$ cat config.mk
export PLATFORM = sky130hd
export DESIGN_NAME = quad_dec_cntr
export DESIGN_NICKNAME = d
export VERILOG_FILES = /design/src/rtl/quad_dec_pkg.sv /design/src/rtl/quad_sync_filt.sv /design/src/rtl/quad_dec_cntr.sv
export SDC_FILE = /design/constraint.sdc
export NUM_CORES = 1
export LEC_CHECK = 0
export CAP_MARGIN = 20
export CORE_UTILIZATION = 41
export CTS_CLUSTER_DIAMETER = 80
export CTS_CLUSTER_SIZE = 28
export DETAILED_ROUTE_END_ITERATION = 8
export PLACE_DENSITY = 0.7
export SYNTH_ARGS = -nofsm -noshare
export SYNTH_HDL_FRONTEND = slang
export SYNTH_SLANG_ARGS = --single-unit
$ cat constraint.sdc
create_clock -name clk -period 4.25 [get_ports clk]
set_input_delay 0.425 -clock clk [delete_from_list [all_inputs] [get_ports clk]]
set_output_delay 0.425 -clock clk [all_outputs]
set_load 0.02 [all_outputs]
$ cat src/rtl/quad_dec_pkg.sv
// Shared quadrature state encodings and the Gray-code transition decoder.
// States are packed as {A, B}.
package quad_dec_pkg;

  localparam logic [1:0] QS_00 = 2'b00;
  localparam logic [1:0] QS_10 = 2'b10;
  localparam logic [1:0] QS_11 = 2'b11;
  localparam logic [1:0] QS_01 = 2'b01;

  typedef enum logic [1:0] {
    QD_NONE = 2'd0,
    QD_UP   = 2'd1,
    QD_DN   = 2'd2,
    QD_ERR  = 2'd3
  } qd_res_e;

  // Forward (A leads) successor of a quadrature state: 00 -> 10 -> 11 -> 01 -> 00.
  function automatic logic [1:0] qs_next_up(input logic [1:0] s);
    logic [1:0] n;
    n = QS_10;
    case (s)
      QS_00: n = QS_10;
      QS_10: n = QS_11;
      QS_11: n = QS_01;
      QS_01: n = QS_00;
      default: n = QS_10;
    endcase
    return n;
  endfunction

  function automatic qd_res_e qd_decode(input logic [1:0] prev, input logic [1:0] cur);
    qd_res_e r;
    if (prev == cur)
      r = QD_NONE;
    else if ((prev ^ cur) == 2'b11)
      r = QD_ERR;
    else if (qs_next_up(prev) == cur)
      r = QD_UP;
    else
      r = QD_DN;
    return r;
  endfunction

endpackage

$ cat src/rtl/quad_sync_filt.sv
// One encoder channel: multi-flop synchronizer, plus a stability filter when
// QDEC_GLITCH_FILTER_EN is defined.
module quad_sync_filt #(
  parameter int SYNC_STAGES = 2
`ifdef QDEC_GLITCH_FILTER_EN
  , parameter int FILT_LEN  = 3
`endif
) (
  input  logic clk,
  input  logic rst_n,
  input  logic din,
  output logic dout
);

  logic [SYNC_STAGES-1:0] sync_q;
  logic                   sync_out;

  // NOTE: clocked state uses non-blocking assignments so every flop samples
  // the pre-edge value of its neighbour; blocking here would collapse the chain.
  always_ff @(posedge clk or negedge rst_n) begin
    if (!rst_n)
      sync_q <= '0;
    else
      sync_q <= {sync_q[SYNC_STAGES-2:0], din};
  end

  assign sync_out = sync_q[SYNC_STAGES-1];

`ifdef QDEC_GLITCH_FILTER_EN
  localparam int CW = $clog2(FILT_LEN + 1);
  localparam logic [CW-1:0] CNT_LAST = CW'(FILT_LEN - 1);

  logic          filt_q;
  logic [CW-1:0] cnt_q;

  // The filtered level moves only after FILT_LEN back-to-back samples that
  // disagree with it; any agreeing sample restarts the count.
  always_ff @(posedge clk or negedge rst_n) begin
    if (!rst_n) begin
      filt_q <= 1'b0;
      cnt_q  <= '0;
    end else if (sync_out != filt_q) begin
      if (cnt_q == CNT_LAST) begin
        filt_q <= sync_out;
        cnt_q  <= '0;
      end else begin
        cnt_q <= cnt_q + 1'b1;
      end
    end else begin
      cnt_q <= '0;
    end
  end

  assign dout = filt_q;
`else
  assign dout = sync_out;
`endif

endmodule

$ cat src/rtl/quad_dec_cntr.sv
// Quadrature decoder with wrap-around up/down position counter.
// Optional glitch filter on both channels: QDEC_GLITCH_FILTER_EN.
module quad_dec_cntr
  import quad_dec_pkg::*;
#(
  parameter int CNT_W       = 16,
  parameter int SYNC_STAGES = 2,
  parameter int FILT_LEN    = 3
) (
  input  logic             clk,
  input  logic             rst_n,
  input  logic             a_in,
  input  logic             b_in,
  input  logic             en,
  input  logic             clr,
  output logic [CNT_W-1:0] pos,
  output logic             dir,
  output logic             step,
  output logic             err
);

`ifdef QDEC_GLITCH_FILTER_EN
  localparam bit FILT_ON = 1'b1;
`else
  localparam bit FILT_ON = 1'b0;
`endif

  // Priming covers the pipeline fill so reset release never decodes stale zeros.
  localparam int PRIME_LEN = SYNC_STAGES + 1 + (FILT_ON ? FILT_LEN : 0);
  localparam int PW        = $clog2(PRIME_LEN + 1);
  localparam logic [PW-1:0] PRIME_DONE = PW'(PRIME_LEN);

  logic          a_s, b_s;
  logic [1:0]    cur, prev_q;
  logic [PW-1:0] prime_q;
  logic          primed;
  qd_res_e       res;

  quad_sync_filt #(
    .SYNC_STAGES(SYNC_STAGES)
`ifdef QDEC_GLITCH_FILTER_EN
    , .FILT_LEN (FILT_LEN)
`endif
  ) u_sync_a (
    .clk  (clk),
    .rst_n(rst_n),
    .din  (a_in),
    .dout (a_s)
  );

  quad_sync_filt #(
    .SYNC_STAGES(SYNC_STAGES)
`ifdef QDEC_GLITCH_FILTER_EN
    , .FILT_LEN (FILT_LEN)
`endif
  ) u_sync_b (
    .clk  (clk),
    .rst_n(rst_n),
    .din  (b_in),
    .dout (b_s)
  );

  assign cur    = {a_s, b_s};
  assign primed = (prime_q == PRIME_DONE);
  assign res    = qd_decode(prev_q, cur);

  always_ff @(posedge clk or negedge rst_n) begin
    if (!rst_n) begin
      prev_q  <= QS_00;
      prime_q <= '0;
      pos     <= '0;
      dir     <= 1'b1;
      step    <= 1'b0;
      err     <= 1'b0;
    end else begin
      prev_q <= cur;
      step   <= 1'b0;
      if (!primed)
        prime_q <= prime_q + 1'b1;

      // clr wins over any transition decoded this cycle; that transition is dropped.
      if (clr) begin
        pos <= '0;
        err <= 1'b0;
      end else if (primed) begin
        case (res)
          QD_UP: if (en) begin
            pos  <= pos + 1'b1;
            dir  <= 1'b1;
            step <= 1'b1;
          end
          QD_DN: if (en) begin
            pos  <= pos - 1'b1;
            dir  <= 1'b0;
            step <= 1'b1;
          end
          QD_ERR:  err <= 1'b1;
          default: ;
        endcase
      end
    end
  end

endmodule

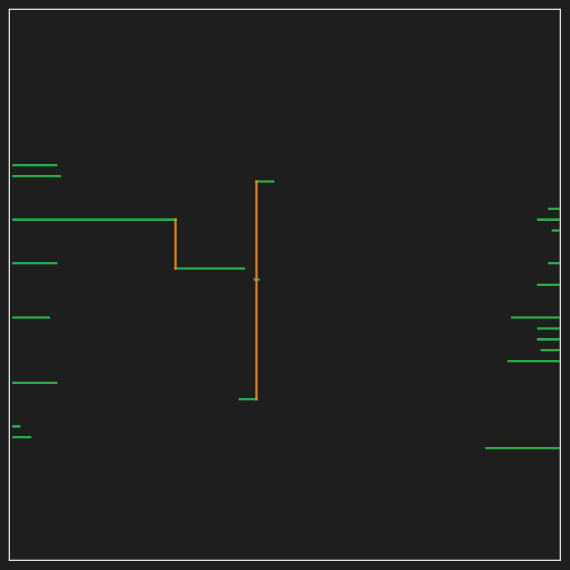
*Routed metal, one colour a layer, run 1*
(8 px per um) Only two layers are drawn.
Key: green = met3 [wire length 98.0 um]; orange = met4 [wire length 33.3 um]

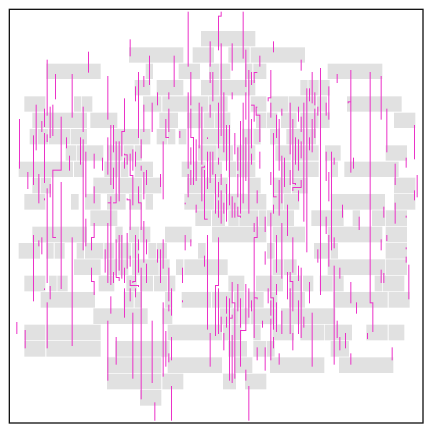
*Metal 2, run 1*
(6 px per um) Cells faint in the background.
The wires run mostly vertical. The longest straight run is 38.4 um. 197 nets have wire on it. The layer holds 45% of the routed length.

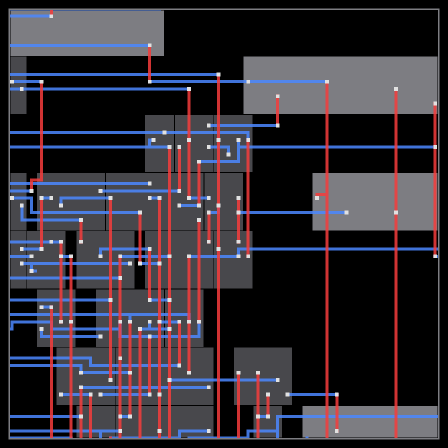
*Layout detail, run 1*
Window x 42 to 62, y 42 to 62 um. Cells in grey, sequential cells in the stronger grey; small squares are vias.
Key: blue = met1; red = met2
Sequential cells in the window: 4. Netlist names of flops here include `pos` (4). 23 logic cells have their middle in the window. Most frequent: a21oi_1 (4), dfrtp_1 (4), ha_1 (3).

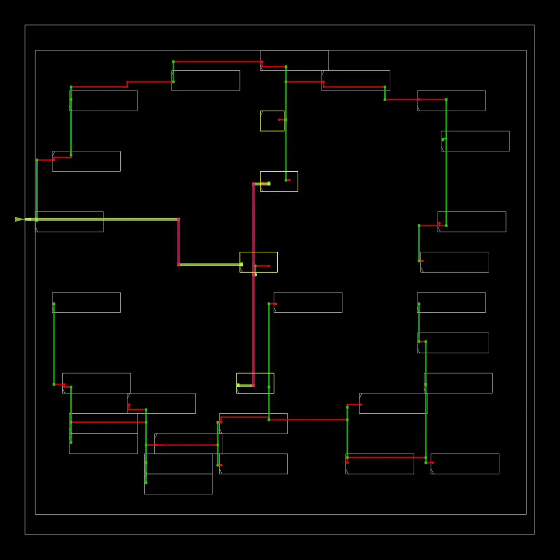
*Clock nets, run 1*
skew final: 0.001918 ns
clk_lat worst skew: 0.28 ns

[run 1: cells in the mapped netlist, drive strengths merged]
library cell / number / area [um2]
dfrtp: 26 / 650.6
a21oi: 23 / 118.9
nand2: 19 / 71.32
ha: 17 / 212.7
o21ai: 13 / 65.06
nor2: 11 / 41.29
nand3: 10 / 50.05
inv: 8 / 30.03
xnor2: 6 / 52.55
a21o: 5 / 37.54
nand2b: 5 / 31.28
o21a: 5 / 37.54
xor2: 5 / 43.79
a211oi: 4 / 30.03
and3: 3 / 23.77
buf: 3 / 13.76
clkbuf: 3 / 11.26
mux2: 3 / 41.29
o211ai: 3 / 22.52
or3: 3 / 18.77
a211o: 2 / 17.52
a31oi: 2 / 12.51
nand4: 2 / 12.51
nor3b: 2 / 15.01
o211a: 2 / 20.02
o31ai: 2 / 20.02
a221oi: 1 / 8.760
a22o: 1 / 8.760
a311oi: 1 / 8.760
a41oi: 1 / 8.760
and2: 1 / 6.260
dfstp: 1 / 26.28
fa: 1 / 20.02
mux2i: 1 / 10.01
nand3b: 1 / 7.510
nor2b: 1 / 6.260
nor3: 1 / 5.000
o22ai: 1 / 6.260
[run 1: kinds of logic after synthesis]
logic type,synth area share
simple gates,0.1584
xor+xnor,0.05281
fa+ha+maj,0.1276
mux,0.02812
flops,0.3711
buf+inv,0.03018
compound gates,0.2318
[run 1: critical path, cell delays in order (launching register included)]
cell	delay, ns
dfrtp_1	0.46
mux2i_1	0.14
o21ai_0	0.26
ha_1	0.68
inv_1	0.20
fa_1	0.42
nand2b_1	0.19
a21oi_1	0.19
or3_1	0.20
a31oi_1	0.12
or3_1	0.31
a311oi_1	0.26
[run 1: flip-flops by register name (all words and copies together) (netlist names)]
name	flops
step	1
dir	1
u_sync_a.sync_q	2
pos	16
err	1
prime_q	2
prev_q	2
u_sync_b.sync_q	2
==> impl_metrics.tcl, run 1 <==
# yosys + openroad results
set metrics [dict create \
    tap_cells 50 \
    critPathKind "reg2reg" \
    ctsResizeCount 0 \
    cts_htree_levels 1 \
    num-nonclk-inverters 8 \
    postCtsSetupBuffers 0 \
    port_buffers 24 \
    cts-buffers-inserted 3 \
    grt_util_met3 0.01974 \
    setup.worst_path.start_class "flop" \
    gr-usage-all-layers 0.1763 \
    r2r-end "pos[14]" \
    setup_tns_ns 0 \
    cp.arrival_ns 3.73 \
    fin_ws_ns 0.7010 \
    wl_met3_um 97 \
    bufAreaShareNonClock 0.1147 \
    drive_gt1_frac 0.05856 \
    detail_route.first_pass.iterations 4 \
    cellInternalPower_w 0.0004381 \
    grt_pass1_wl_mm 6.237 \
    non_clock_buffer_count 25 \
    fin_util 0.5211 \
    comb_cells 158 \
    yosysSeqAreaShare 0.3711 \
    fin_nets 247 \
    synthToLayoutAreaGrowth_pct 18.38 \
    layout_top_cell_excl_fill_tap "dfrtp_1" \
    grt_max_degree 28 \
    crit_required_ns 4.43 \
    place_area_um2 2110 \
    yosysCellCount 199 \
    rsz0062_at_grt "no" \
    drtIter0Drc 70 \
    num_io_pins 25 \
    power.group.top "registers" \
    hold_viol 0 \
    preCtsSetupSlack_ns 0.7394 \
    via_count 1511 \
    wl_per_cell_um 13.59 \
    globalRouteMet2Util 0.2831 \
    synth.distinct_cells 45 \
    die_h_um 68.71 \
    rr_worst_depth 11 \
    instances_no_fill 272 \
    seqAreaFraction 0.3134 \
    numSynthFlops 27 \
    ff2ff_setup_slack_ns 0.70 \
    r2r_start "prev_q[0]" \
    ys_area_um2 1824 \
    comb_power_share 0.319 \
    max_clock_freq_mhz 281.8 \
    p_total_w 0.0006596 \
    cts_tree "built" \
    worstMarginPinSlew_ns 0.9378 \
    switching_share 0.3359 \
    crit_start "prev_q[0]" \
    die_width_um 68.71 \
    core-area_um2 4144 \
    cp_max_fo 18 \
    yosysWarnings 0 \
    p_clk_w 0.000156 \
    top_layer "met4" \
    final_antenna_net_count 0 \
    flop-count 27 \
    antenna_found_initial 0 \
    syn_area_per_cell_um2 9.167 \
    clk_share 0.02317 \
    seq_cell_power_w 0.000294 \
    vias_per_cell 5.555 \
    fp_nets 223 \
    tool_warnings 27 \
    relSlewSlack 0.3720 \
    grt_overflow 0 \
    final_area_um2 2160 \
    power_switching_w 0.0002215 \
    cp-end-kind "flop" \
    min_path_cells 0 \
    min_from "u_sync_a.sync_q[0]" \
    whs_ns 0.3619 \
    holdCritPathClass "reg2reg" \
    comb_area_frac 0.5058 \
    period_used_share 0.8351 \
    leakage_nw 0.9653 \
    hpwl_mm 2.711 \
    grt_pass1_vias 1411 \
    status "completed" \
    clock_power_share 0.236 \
    drt-total-wl_mm 3.696 \
    syn_area_um2 1824 \
    hold_end "u_sync_a.sync_q[1]" \
    cts_sinks 27 \
    seqPwrFrac 0.445 \
    floorplan.core_util 0.4402 \
    clockBufferDepth 2 \
    path_clk_slew_ns 0.10 \
    endpoint "pos[14]" \
    period_minus_slack_ns 3.549 \
    layout_top_cells "26 x dfrtp_1, 24 x clkdlybuf4s50_1, 22 x a21oi_1" \
    grt_use_met1 0.2538 \
    cts_root_buf "clkbuf_8" \
    regArea_um2 676.9 \
    ir_drop_mv 0.1232 \
    wl_met1_mm 1.906 \
    drc 0 \
    comb_area_um2 1092 \
    die-area_um2 4720 \
    diodes 0 \
    gp_congestion 0.8854 \
    drv_cap 0 \
    rows 23 \
    gr-max-usage-layer "met2" \
    power_density_nw_per_um2 305.4 \
    syn_inst 199 \
    wl_met2_mm 1.658 \
    nClkBuffers 3 \
]
### Wires at chosen ports, followed through buffers, run 1

(6 px per um)
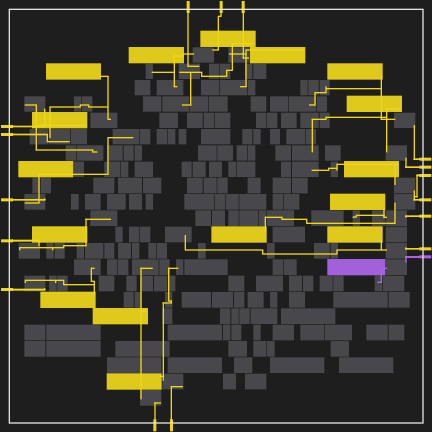

## Run 2: what changed since run 1
--- a/config.mk
+++ b/config.mk
@@ -10,7 +10,7 @@
 export CTS_CLUSTER_DIAMETER = 80
 export CTS_CLUSTER_SIZE = 28
 export DETAILED_ROUTE_END_ITERATION = 8
-export PLACE_DENSITY = 0.7
+export PLACE_DENSITY = 0.72
 export SYNTH_ARGS = -nofsm -noshare
 export SYNTH_HDL_FRONTEND = slang
 export SYNTH_SLANG_ARGS = --single-unit
==> constraint.sdc (replaced) <==
create_clock -name clk -period 3.13 [get_ports clk]
set_input_delay 0.313 -clock clk [delete_from_list [all_inputs] [get_ports clk]]
set_output_delay 0.313 -clock clk [all_outputs]
set_load 0.02 [all_outputs]
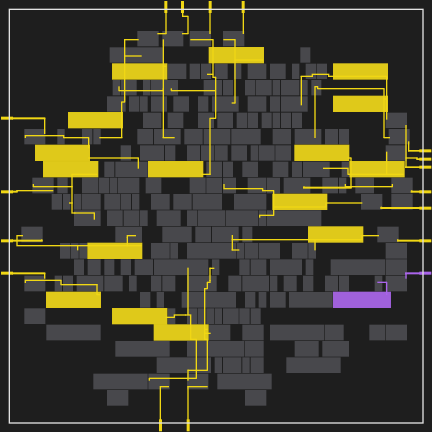
*Wires at chosen ports, followed through buffers, run 2*
(6 px per um)
Key: yellow = `pos` [direction output, end cells 16, buffers 16, wire 498 um]; purple = `dir` [direction output, end cells 1, buffers 1, wire 6.90 um]

==> impl_metrics.tcl, run 2 <==
# yosys + openroad results
set metrics [dict create \
    status "completed" \
    detail_route.first_pass.iterations 4 \
    wl_met1_mm 2.050 \
    gp_congestion 0.8517 \
    cts-buffers-inserted 3 \
    final_antenna_net_count 0 \
    largest_register_ffs 16 \
    yosysSeqAreaShare 0.3711 \
    ys_sh_mux 0.02812 \
    compound_area_frac 0.2318 \
    grt_max_degree 28 \
    max_clock_freq_mhz 340.8 \
    numSynthFlops 27 \
    top_layer "met4" \
    simple_gate_area_frac 0.1584 \
    globalRouteMet2Util 0.2892 \
    logic_family "AND-OR/OR-AND gates" \
    layout_top_cell_excl_fill_tap "dfrtp_1" \
    die-area_um2 4720 \
    cts_tree "built" \
    synthToLayoutAreaGrowth_pct 26.82 \
    rsz0062_at_grt "no" \
    fp_nets 223 \
    via_count 1590 \
    power_density_nw_per_um2 404.3 \
    syn_area_um2 1824 \
    preCtsSetupSlack_ns -0.01401 \
    top_cell "dfrtp_1" \
    wl_met2_mm 1.814 \
    clockBufferDepth 2 \
    drtIter0Drc 94 \
    postCtsSetupBuffers 0 \
    drive_gt1_frac 0.1435 \
    xor_share 0.05281 \
    common_cells "26 x dfrtp_1, 22 x a21oi_1, 19 x nand2_1, 17 x ha_1, 12 x o21ai_0" \
    wl_met3_um 166 \
    drc 0 \
    grt_use_met1 0.2733 \
    cp-end-kind "flop" \
    clock_latency_ns 0.28 \
    cts_root_buf "clkbuf_8" \
    path_clk_slew_ns 0.10 \
    topCellsByArea "dfrtp_1 36%, ha_1 12%, a21oi_1 6.0%" \
    die_h_um 68.71 \
    synth.distinct_cells 45 \
    synthArstFlopShare 1.000 \
    hpwl_mm 2.803 \
    layout_top_cells "25 x dfrtp_1, 24 x clkdlybuf4s50_1, 20 x a21oi_1" \
    syn_area_per_cell_um2 9.167 \
    max_flop_register "pos" \
    grt_pass1_vias 1461 \
    num_io_pins 25 \
    fa_ha_area_frac 0.1276 \
    cp.arrival_ns 3.11 \
    period_used_share 0.9375 \
    ff_type "dfrtp_1" \
    antenna_found_initial 0 \
    yosysCellCount 199 \
    gr-max-usage-layer "met2" \
    slowest_stage "dfrtp_2" \
    vias_per_cell 5.679 \
    cts_htree_levels 1 \
    relSlewSlack 0.5297 \
    yosysTopAreaCellShare 0.3567 \
    setup.worst_path.start_class "flop" \
    grt_pass1_wl_mm 6.651 \
    rows 23 \
    tool_warnings 27 \
    wl_per_cell_um 14.48 \
    ys_area_um2 1824 \
    crit_required_ns 3.30 \
    drt-total-wl_mm 4.054 \
    port_buffers 24 \
    ir_drop_mv 0.1926 \
    ctsResizeCount 2 \
    holdCritPathClass "reg2reg" \
    diodes 0 \
    worstMarginPinSlew_ns 0.7032 \
    yosysWarnings 0 \
    syn_inst 199 \
    grt_util_met3 0.02632 \
    cts_hold_buf 0 \
    gr-usage-all-layers 0.1869 \
    largest_area_cell "dfrtp_1" \
    core-area_um2 4144 \
    drv_cap 0 \
    fin_nets 255 \
    die_width_um 68.71 \
    whs_ns 0.3606 \
    setup_violations 0 \
    fillers 378 \
    maxSlewViolCount 0 \
    leakage_nw 1.009 \
    fin_util 0.5583 \
    period_minus_slack_ns 2.934 \
    floorplan.core_util 0.4402 \
    fin_ws_ns 0.1956 \
    critPathKind "reg2reg" \
    cp_max_fo 9 \
    cts_sinks 27 \
    path_cells "nand2_1 -> o21ai_1 -> o21ai_1 -> inv_1 -> ha_2 -> buf_12 -> ha_1 -> a211o_1 -> a21oi_1 -> o21a_1 -> o31ai_2 -> mux2_4 -> mux2_4" \
    hold_viol 0 \
    slowest_delay_ns 0.47 \
    setup_tns_ns 0 \
    skew_ns 0.003113 \
    synth-edff-count 0 \
    grt_overflow 0 \
]
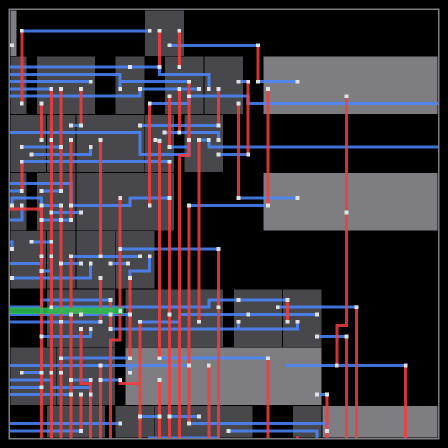
*Layout detail, run 2*
Window x 42 to 62, y 42 to 62 um. Cells in grey, sequential cells in the stronger grey; small squares are vias.
Key: red = met2; green = met3; blue = met1
Most frequent: a21oi_1 (4), dfrtp_1 (4). Netlist names of flops here include `pos` (4). Sequential cells in the window: 4. 30 logic cells have their middle in the window.

-- run 2: netlist changes by cell type in the layout (fill, tap and decap cells not counted), sizes merged --
| cell | before | now |
|---|---|---|
| clkinvlp | 0 | 1 |
| inv | 9 | 8 |
| buf | 1 | 8 |
| clkbuf | 3 | 4 |
-- run 2: path summary, 6_finish.rpt --
kind,startpoint,endpoint,slack [ns],cells past startpoint
worst min-delay path,u_sync_b.sync_q[0],u_sync_b.sync_q[1],0.36,0
max in group asynchronous,rst_n,dir,2.41,2
min in group asynchronous,rst_n,prime_q[1],0.41,2
worst max register to register,prev_q[0],pos[15],0.20,13
worst max-delay path,prev_q[0],pos[15],0.20,13
worst min register to register,u_sync_b.sync_q[0],u_sync_b.sync_q[1],0.36,0
-- run 2: cell type report --
class	count	area, um2	share of cell area
clock inverter	1	7.507	0.003245
inverter	8	30.03	0.01298
sequential	27	678.2	0.2931
multi-input combinational	158	1156	0.4997
clock buffer	3	41.29	0.01785
timing repair buffer	33	337.8	0.1460
tap	50	62.56	0.02704
-- run 2: power breakdown --
group          switching, W  internal (W)  total, W  leakage, nW
clock              0.000118     0.0000905  0.000209       0.0217
combinational      0.000175      0.000151  0.000326        0.645
sequential        0.0000230      0.000377  0.000400        0.342
-- run 2: worst max-delay path: cells and delay by family (launching register included) --
kind,cells,cell delay [ns]
compound gates,6,0.87
mux,2,0.59
fa+ha+maj,2,0.58
flops,1,0.47
buf+inv,2,0.22
simple gates,1,0.10
-- run 2: through the flow --
step | cells | cell area (um2) | total power [W]
finish | 280 | 2313 | 0.0009352
global route | 280 | 2313 | 0.0009919
CTS | 279 | 2227 | 0.0009184
detailed placement | 275 | 2175 | 0.0007065
global placement | 275 | 2175 | 0.0007009
floorplan | 199 | 1824 | 0.0005946
## Run 3: what changed since run 2
--- a/config.mk
+++ b/config.mk
@@ -7,7 +7,7 @@
 export LEC_CHECK = 0
 export CAP_MARGIN = 20
 export CORE_UTILIZATION = 41
-export CTS_CLUSTER_DIAMETER = 80
+export CTS_CLUSTER_DIAMETER = 40
 export CTS_CLUSTER_SIZE = 28
 export DETAILED_ROUTE_END_ITERATION = 8
 export PLACE_DENSITY = 0.72
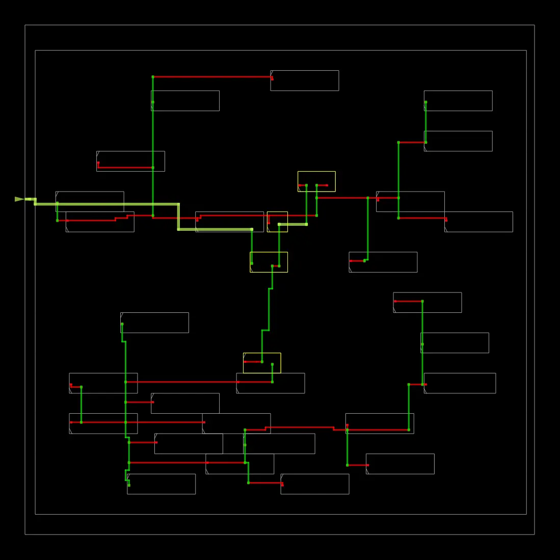
*Clock nets, run 3*
registers: 27
CTS Sinks: 27

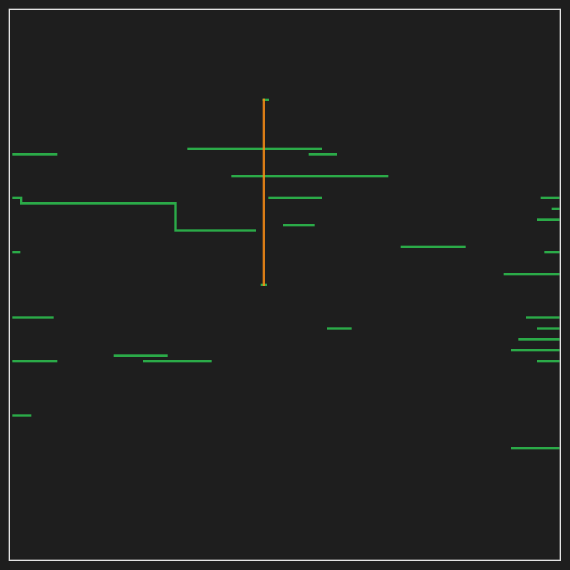
*Routed metal, one colour a layer, run 3*
(8 px per um) Only two layers are drawn.
Key: orange = met4 [wire length 23.1 um]; green = met3 [wire length 166 um]

==> impl_metrics.tcl, run 3 <==
# yosys + openroad results
set metrics [dict create \
    detail_route.first_pass.iterations 4 \
    wl_met2_mm 1.814 \
    via_count 1590 \
    ys_area_um2 1824 \
    r2r_start "prev_q[0]" \
    floorplan.core_util 0.4402 \
    switching_share 0.3380 \
    postCtsSetupBuffers 0 \
    cp_max_fo 9 \
    yosysWarnings 0 \
    max_flop_register "pos" \
    clockBufferDepth 2 \
    max_clock_freq_mhz 340.8 \
    setup_tns_ns 0 \
    crit_start "prev_q[0]" \
    yosysCellCount 199 \
    wl_met1_mm 2.050 \
    syn_area_um2 1824 \
    place_area_um2 2175 \
    dp.cells 275 \
    power_switching_w 0.0003161 \
    endpoint "pos[15]" \
    largest_register_ffs 16 \
    yosysTopAreaCellShare 0.3567 \
    fin_nets 255 \
    path_cells "nand2_1 -> o21ai_1 -> o21ai_1 -> inv_1 -> ha_2 -> buf_12 -> ha_1 -> a211o_1 -> a21oi_1 -> o21a_1 -> o31ai_2 -> mux2_4 -> mux2_4" \
    final_area_um2 2313 \
    synth.distinct_cells 45 \
    final_antenna_net_count 0 \
    period_minus_slack_ns 2.934 \
    leakage_nw 1.009 \
    grt_max_degree 28 \
    status "completed" \
    layout_top_cell_excl_fill_tap "dfrtp_1" \
    critPathBufInv 2 \
    maxSlewViolCount 0 \
    cp.arrival_ns 3.11 \
    port_buffers 24 \
    rr_worst_depth 13 \
    diodes 0 \
    slowest_delay_ns 0.47 \
    comb_power_share 0.348 \
    crit_cells 13 \
    cts_root_buf "clkbuf_8" \
    top_cell "dfrtp_1" \
    hpwl_mm 2.803 \
    grt_pass1_wl_mm 6.651 \
    cts_htree_levels 1 \
    drc 0 \
    synth-edff-count 0 \
    cts_hold_buf 0 \
    holdCritPathClass "reg2reg" \
    synthToLayoutAreaGrowth_pct 26.82 \
    seq_cell_power_w 0.000400 \
    ff2ff_setup_slack_ns 0.20 \
    top_layer "met4" \
    r2r-end "pos[15]" \
    vias_per_cell 5.679 \
    cellInternalPower_w 0.0006192 \
    relSlewSlack 0.5297 \
    numSynthFlops 27 \
    p_clk_w 0.000209 \
    clock_power_share 0.223 \
    drt-total-wl_mm 4.054 \
    p_total_w 0.0009352 \
    die-area_um2 4720 \
    ir_drop_mv 0.1926 \
    die_h_um 68.71 \
    yosysSeqAreaShare 0.3711 \
    seqPwrFrac 0.428 \
    gr-usage-all-layers 0.1869 \
    rsz0062_at_grt "no" \
    path_clk_slew_ns 0.10 \
    common_cells "26 x dfrtp_1, 22 x a21oi_1, 19 x nand2_1, 17 x ha_1, 12 x o21ai_0" \
    fp_nets 223 \
    period_used_share 0.9375 \
    drtIter0Drc 94 \
    power_density_nw_per_um2 404.3 \
    synthArstFlopShare 1.000 \
    critPathKind "reg2reg" \
    rows 23 \
    wl_per_cell_um 14.48 \
    slowest_stage "dfrtp_2" \
    clock_latency_ns 0.28 \
    comb_power_w 0.000326 \
    grt_pass1_vias 1461 \
    antenna_found_initial 0 \
    drive_gt1_frac 0.1435 \
    skew_ns 0.003113 \
    cp-end-kind "flop" \
    instances_no_fill 280 \
    layout_top_cells "25 x dfrtp_1, 24 x clkdlybuf4s50_1, 20 x a21oi_1" \
    syn_area_per_cell_um2 9.167 \
    fin_util 0.5583 \
    setup_violations 0 \
    core-area_um2 4144 \
    wl_met3_um 166 \
    preCtsSetupSlack_ns -0.01401 \
    grt_overflow 0 \
    drv_cap 0 \
    setup.worst_path.start_class "flop" \
    ff_type "dfrtp_1" \
    gp_congestion 0.8517 \
    tool_warnings 27 \
    topCellsByArea "dfrtp_1 36%, ha_1 12%, a21oi_1 6.0%" \
    worstMarginPinSlew_ns 0.7032 \
    min_path_cells 0 \
    syn_inst 199 \
    cts_tree "built" \
    hold_viol 0 \
    largest_area_cell "dfrtp_1" \
    power.group.top "registers" \
    num_io_pins 25 \
    whs_ns 0.3606 \
    cts-buffers-inserted 3 \
    die_width_um 68.71 \
    fillers 378 \
    fin_ws_ns 0.1956 \
    crit_required_ns 3.30 \
    crit_family "AND-OR/OR-AND gates" \
]
==> run 3: cell counts in the layout (fill, tap and decap cells not counted) <==
Identical to the previous run, type by type.
==> run 3: cells by family (layout without fill, tap and decap cells) <==
| family | after synthesis | after routing | share of synthesized area |
|---|---|---|---|
| mux | 4 | 4 | 0.02812 |
| compound gates | 66 | 66 | 0.2318 |
| xor+xnor | 11 | 11 | 0.05281 |
| fa+ha+maj | 18 | 18 | 0.1276 |
| simple gates | 59 | 59 | 0.1584 |
| flops | 27 | 27 | 0.3711 |
| buf+inv | 14 | 45 | 0.03018 |
==> run 3: final cells by class <==
cell class / count / area, um2 / area share
clock inverter: 1 / 7.507 / 0.003245
timing repair buffer: 33 / 337.8 / 0.1460
clock buffer: 3 / 41.29 / 0.01785
tap: 50 / 62.56 / 0.02704
inverter: 8 / 30.03 / 0.01298
sequential: 27 / 678.2 / 0.2931
multi-input combinational: 158 / 1156 / 0.4997
==> run 3: how the worst min path moves through the flow <==
stage	startpoint	to	slack (ns)
2_1_floorplan	rst_n	err	0.02
3_3_place_gp	u_sync_b.sync_q[0]	u_sync_b.sync_q[1]	0.34
3_5_place_dp	u_sync_b.sync_q[0]	u_sync_b.sync_q[1]	0.34
4_1_cts	u_sync_b.sync_q[0]	u_sync_b.sync_q[1]	0.37
5_1_grt	u_sync_b.sync_q[0]	u_sync_b.sync_q[1]	0.38
6_report	u_sync_b.sync_q[0]	u_sync_b.sync_q[1]	0.36
==> run 3: routing by layer <==
metal  GRT usage  vias up
met5           0        -
met4     0.04592        0
met1      0.2733      760
met3     0.02632        2
met2      0.2892       38
li1            -      790
==> run 3: timing repair <==
action,in CTS,in global routing
pin swaps,0,6
setup endpoints to repair,2,8
resized,2,14
hold endpoints to repair,0,0
cloned,0,1
No activity file was given, so power comes from the tool's default toggle rates.
